run_1/port_trees.png
Drawn at 4 px/um.
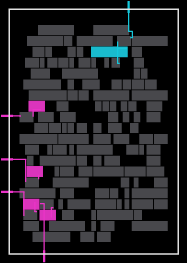
run_1/clock_wires.png
Drawn at 6 px/um.
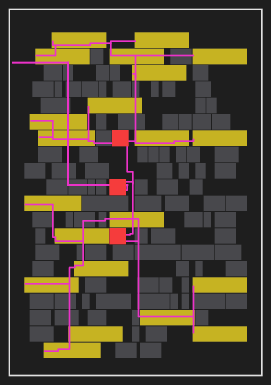
run_1/class_map.png
Drawn at 6 px/um.
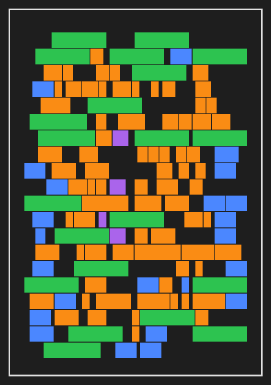
run_1/m1.png
Drawn at 8 px/um. Supply wires on this layer in grey.
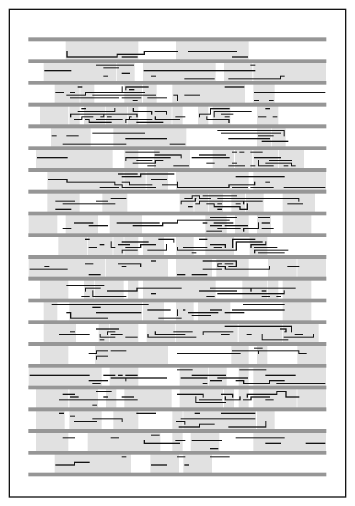
Design mealy_seq_det, sky130hd; sources not shown.
==> job_summary.md, run 1 <==
### Flow metrics

| Metric | Value |
|---|---|
| CP most frequent cell | clkdlybuf4s50_1 |
| Filler instances | 160 |
| Fraction of final layout cells sized beyond drive strength 1 | 0.2195 |
| Worst Path Required | 3740 ps |
| Area after DPL | 1379 um^2 |
| Deepest level of the CTS H-tree | 1 |
| Peak ir drop on the vdd network | 0.1753 mV |
| Maximum number of pins on one net before global-route repair | 13 |
| Combinational gate area | 588.1 um^2 |
| Number of CTS-inserted buffers | 3 |
| Setup bufs post-CTS | 0 |
| Minimum clock period | 3957 ps |
| Main synth FF type | dfrtp_1 |
| Overall die width | 41.86 um |
| Number of routed nets with antenna violations | 0 |
| Count of instantiated cells in the yosys netlist | 100 |
| Remaining DRCs | 0 |
| Worst relative slew slack | 0.3875 |
| Start-to-end type of the worst setup path | in -> out |
| Result of the run | finished, final reports clean |
| Number of nets in the final layout | 138 |
| Fraction of synthesis flops using an asynchronous set or reset pin | 1.000 |
| Number of setup violations in the final report | 0 |
| Number of clock sinks seen by CTS | 21 |
| Sw power | 0.07767 mW |
| Number of hold-repair buffers added at the cts stage | 0 |
| Worst-case reg-to-reg path depth | 6 |
| Routed WL per cell | 15.17 um |
| Die H | 60.79 um |
| Worst R2R Setup Slack | 1520 ps |
-- port_trees.png (at the start) --
`cfg_pat`: drawn in magenta, bits 4, direction input, end cells 4, buffers 4, wire 43.5 um. `cnt_sat`: drawn in cyan, bits 1, direction output, end cells 1, buffers 1, wire 16.2 um.
Ports: 22
IO buf count: 19

-- clock_wires.png (at the start) --
clock-net drivers: drawn in red, count 3. flip-flops: drawn in yellow, count 21. clock wires: drawn in magenta, length 255 um.
Position of the flops: spread over the die. There are 4 routed clock nets.
power consumed by the clock network: 0.0900 mW
Final Skew: 2.433 ps
insertion delay of the later-clocked pin in the worst-skew pair: 290 ps
share of power burned in the clock network: 0.268

-- class_map.png (at the start) --
sequential cells: drawn in green, cells 21, share of their area 39%. remaining buffers and delay cells: drawn in blue, cells 23, share of their area 16%. remaining logic cells: drawn in orange, cells 75, share of their area 44%. clock drivers and dummy loads: drawn in purple, cells 4, share of their area 1.9%.
final cell area excluding filler cells: 1405 um^2
number of standard-cell rows in the floorplan: 20
area of the placeable core: 2027 um^2
utilization after layout: 0.6932
flop share of the area: 0.3776

-- m1.png (at the start) --
The layer holds 39% of the routed length. The layer carries 863 um of wire. 116 nets have wire on it. The wires run mostly horizontal.
final routed wirelength across all metal layers: 2199 um
Global Route met1 Usage: 0.1875
total via count in the routed design: 860

## run 1: final cells by class
cell class / count / area share
Multi-Input combinational cell: 72 / 0.4185
Tap cell: 22 / 0.01959
Clock buffer: 4 / 0.01870
Sequential cell: 21 / 0.3776
Buffer: 4 / 0.02226
Timing Repair Buffer: 19 / 0.1354
Inverter: 3 / 0.008014
## run 1: power by group through the flow
stage	combinational (mW)	clock, mW	sequential (mW)
global placement	0.0375	0	0.210
CTS	0.0389	0.0942	0.207
detailed placement	0.0387	0	0.211
finish	0.0385	0.0900	0.207
floorplan	0.0249	0	0.210
global route	0.0427	0.101	0.208
## run 1: worst max-delay path: cells and delay by family
| kind | cells | cell delay [ps] |
|---|---|---|
| AND/OR/NAND/NOR | 3 | 1420 |
| buffers and inverters | 2 | 1200 |
## run 1: kinds of logic (layout without fill, tap and decap cells)
kind of cell | after synthesis | in the layout | synth area share
AND/OR/NAND/NOR | 37 | 37 | 0.2123
multiplexers | 12 | 12 | 0.1218
flip-flops | 21 | 21 | 0.4569
AND-OR/OR-AND | 16 | 16 | 0.1067
adder cells (fa/ha/maj) | 2 | 2 | 0.02155
buffers and inverters | 7 | 30 | 0.03663
XOR/XNOR | 5 | 5 | 0.04419
## run 1: per-stage QoR
stage               power [mW]  setup WS, ps
finish                  0.3354         442.6
global placement        0.2477         519.9
floorplan               0.2345          1338
global route            0.3522         366.4
detailed placement      0.2495         470.0
CTS                     0.3402         469.9
## run 1: cells in the final DEF (no fill, tap or decap), drive strengths merged, types with 3 or more instances in the layout
cell	synthesis	final
mux2i	4	4
nand2b	3	3
clkdlybuf4s50	0	19
a21oi	5	5
nand2	4	4
xor2	3	3
nand4	3	3
and3	3	3
buf	3	3
a211oi	3	3
dfstp	4	4
mux2	8	8
dfrtp	17	17
nor3	7	7
clkbuf	1	5
nor2	7	7
nor2b	3	3
inv	3	3
## run 1: metal layers
metal  up-vias  global-route usage  part of all wire
met1       426              0.1875              0.39
li1        406                   -                 -
met4         0             0.08756             0.016
met5         -                   0                 0
met2        24              0.3996              0.55
met3         4             0.01786             0.040
run_1/placed.png
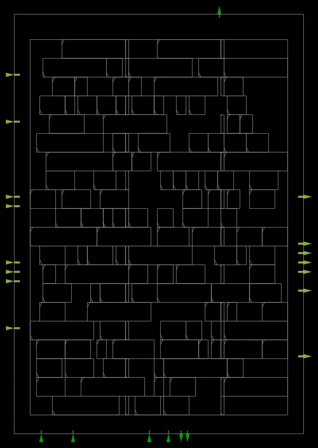

==> run 2: changes to the inputs <==
- REMOVE_ABC_BUFFERS: not set -> 1
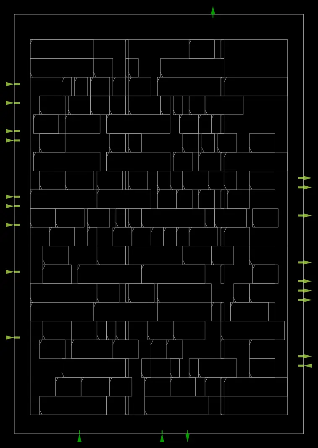
run_2/placed.png
filler instances: 150
Tapcell Cnt: 22
utilization after layout: 0.6877
number of sequential cells in the layout: 21
flop share of the area: 0.3806

==> run 2 against run 1 <==
  * Die area is the same
  * Critical path depth unchanged
  * Routed wire length shrank 7.9%
  * Largest power group unchanged
  * Worst hold slack better by 21 ps
  * Utilization shrank 0.56 points
  * Largest cell class unchanged
  * Highest routed layer unchanged
  * Synthesized cell count is the same
  * First-iteration DRC count fell by 24%
  * Design area down 0.80%
  * Total power is 0.18% lower
  * Clock power barely moved
  * Sequential power hardly changed
  * Combinational power decreased by 1%
==> job_summary.md, run 2 <==
### Flow metrics

| Metric | Value |
|---|---|
| Overall die width | 41.86 um (unchanged) |
| Fraction of synthesis flops using an asynchronous set or reset pin | 1.000 (unchanged) |
| Worst Path Required | 3740 ps (about the same) |
| Leading post-synthesis cells by instance count | dfrtp_1 (17), nor2_1 (7), nor3_1 (7) (unchanged) |
| Area of the placeable core | 2027 um^2 (unchanged) |
| Number of hold-repair buffers added at the cts stage | 0 (unchanged) |
| Remaining DRCs | 0 (unchanged) |
| Share of the synthesized area in the top cell type | 0.3664 (unchanged) |
| Setup bufs post-CTS | 0 (unchanged) |
| Number of clock sinks seen by CTS | 21 (unchanged) |
| Worst-case reg-to-reg path depth | 6 (unchanged) |
| Routed WL per cell | 14.16 um (was 15.17 um) |
| Number of nets in the final layout | 136 (was 138) |
| Kind of capture point of the worst setup path | primary output (unchanged) |
| Number of setup violations in the final report | 0 (unchanged) |
| Pre-CTS WS | 301.9 ps (was 470.0 ps) |
| Worst R2R Setup Slack | 1520 ps (about the same) |
| Number of warning messages in the yosys log | 6 (unchanged) |
| IO buf count | 21 (was 19) |
| Number of standard-cell rows in the floorplan | 20 (unchanged) |
| Start-to-end type of the worst setup path | in -> out (unchanged) |
| Final Skew | 0.9846 ps (was 2.433 ps) |
| First-pass GRT wire length | 3450 um (was 3732 um) |
| Minimum clock period | 4090 ps (was 3957 ps) |
| Seq cells post-synth | 21 (unchanged) |
| Count of instantiated cells in the yosys netlist | 100 (unchanged) |
| Most used logic cell in the final layout | clkdlybuf4s50_1 (unchanged) |
| Final routed wirelength across all metal layers | 2025 um (was 2199 um) |
| Deepest level of the CTS H-tree | 1 (unchanged) |
| Maximum number of pins on one net before global-route repair | 15 (was 13) |
| Total via count in the routed design | 825 (was 860) |
| Setup WS post-layout | 309.8 ps (was 442.6 ps) |
| LEAKAGE | 0.5892 nW (was 0.5987 nW) |
| Result of the run | finished, final reports clean (unchanged) |
| Worst relative slew slack | 0.4133 (was 0.3875) |
| Insertion delay of the later-clocked pin in the worst-skew pair | 290 ps (about the same) |
| Commonest non-fill, non-tap cells in the layout | clkdlybuf4s50_1 (21), dfrtp_1 (17), nor3_1 (7), nor2_1 (7), mux2_2 (5) (was clkdlybuf4s50_1 (19), dfrtp_1 (17), nor3_1 (7), nor2_1 (7), mux2_2 (5)) |
| Gr ovfl total | 0 (unchanged) |
| Die H | 60.79 um (unchanged) |
| Peak ir drop on the vdd network | 0.1918 mV (was 0.1753 mV) |
| Number of routed nets with antenna violations | 0 (unchanged) |
| Ports | 22 (unchanged) |
| Main synth FF type | dfrtp_1 (unchanged) |
| Number of CTS-inserted buffers | 3 (unchanged) |
| Share of the cycle needed by the critical path after routing | 0.9296 (was 0.8994) |
| Area growth from synthesis to layout | 20.04% (was 21.01%) |
| Clock-pin slew of the registers on the worst-case setup and hold paths | 110 ps (about the same) |
| Fraction of final layout cells sized beyond drive strength 1 | 0.1983 (was 0.2195) |
==> run 2: cell count changes in the layout (fill, tap and decap cells not counted) <==
cell	change
buf_6	-2
clkbuf_1	-1
buf_2	-1
clkdlybuf4s50_1	+2
==> run 2: through the flow <==
stage               power [mW]  hold slack (ps)  cells    util  area, um^2
floorplan               0.2305            487.9     96       -        1130
global placement        0.2477            491.4    139  0.6747        1368
detailed placement      0.2488            516.1    139  0.6747        1368
CTS                     0.3395            542.2    143  0.6877        1394
global route            0.3502            572.0    143  0.6877        1394
finish                  0.3348            530.3    143  0.6877        1394
==> run 2: metal layers <==
metal,share of wire,vias up,track usage
met5,0,-,0
met3,0.044,2,0.02083
met2,0.53,24,0.3571
met4,0.0094,0,0.05530
li1,-,399,-
met1,0.41,400,0.1913
==> run 2: where the power goes <==
group	internal (mW)	switching [mW]
combinational	0.0203	0.0177
clock	0.0352	0.0549
sequential	0.202	0.00445
==> run 2: cells by family after synthesis <==
logic type	count (synthesis)	synth area share
AOI/OAI and AO/OA	16	0.1067
xor gates and xnor gates	5	0.04419
adders and majority gates	2	0.02155
buffers and inverters	7	0.03663
DFF	21	0.4569
muxes	12	0.1218
and+or+nand+nor	37	0.2123
==> run 2: area by class of cell <==
cell class,count,area (um^2)
Sequential cell,21,530.5
Tap cell,22,27.53
Inverter,3,11.26
Timing Repair Buffer,21,210.2
Clock buffer,4,26.28
Fill cell,150,633.1
Multi-Input combinational cell,72,588.1
==> run 2: critical path, stage by stage <==
cell             delay [ps]
clkdlybuf4s50_1         550
nand2b_4                240
or4_4                   560
nor3_1                  740
clkdlybuf4s50_1         680
No activity file was given, so power comes from the tool's default toggle rates.
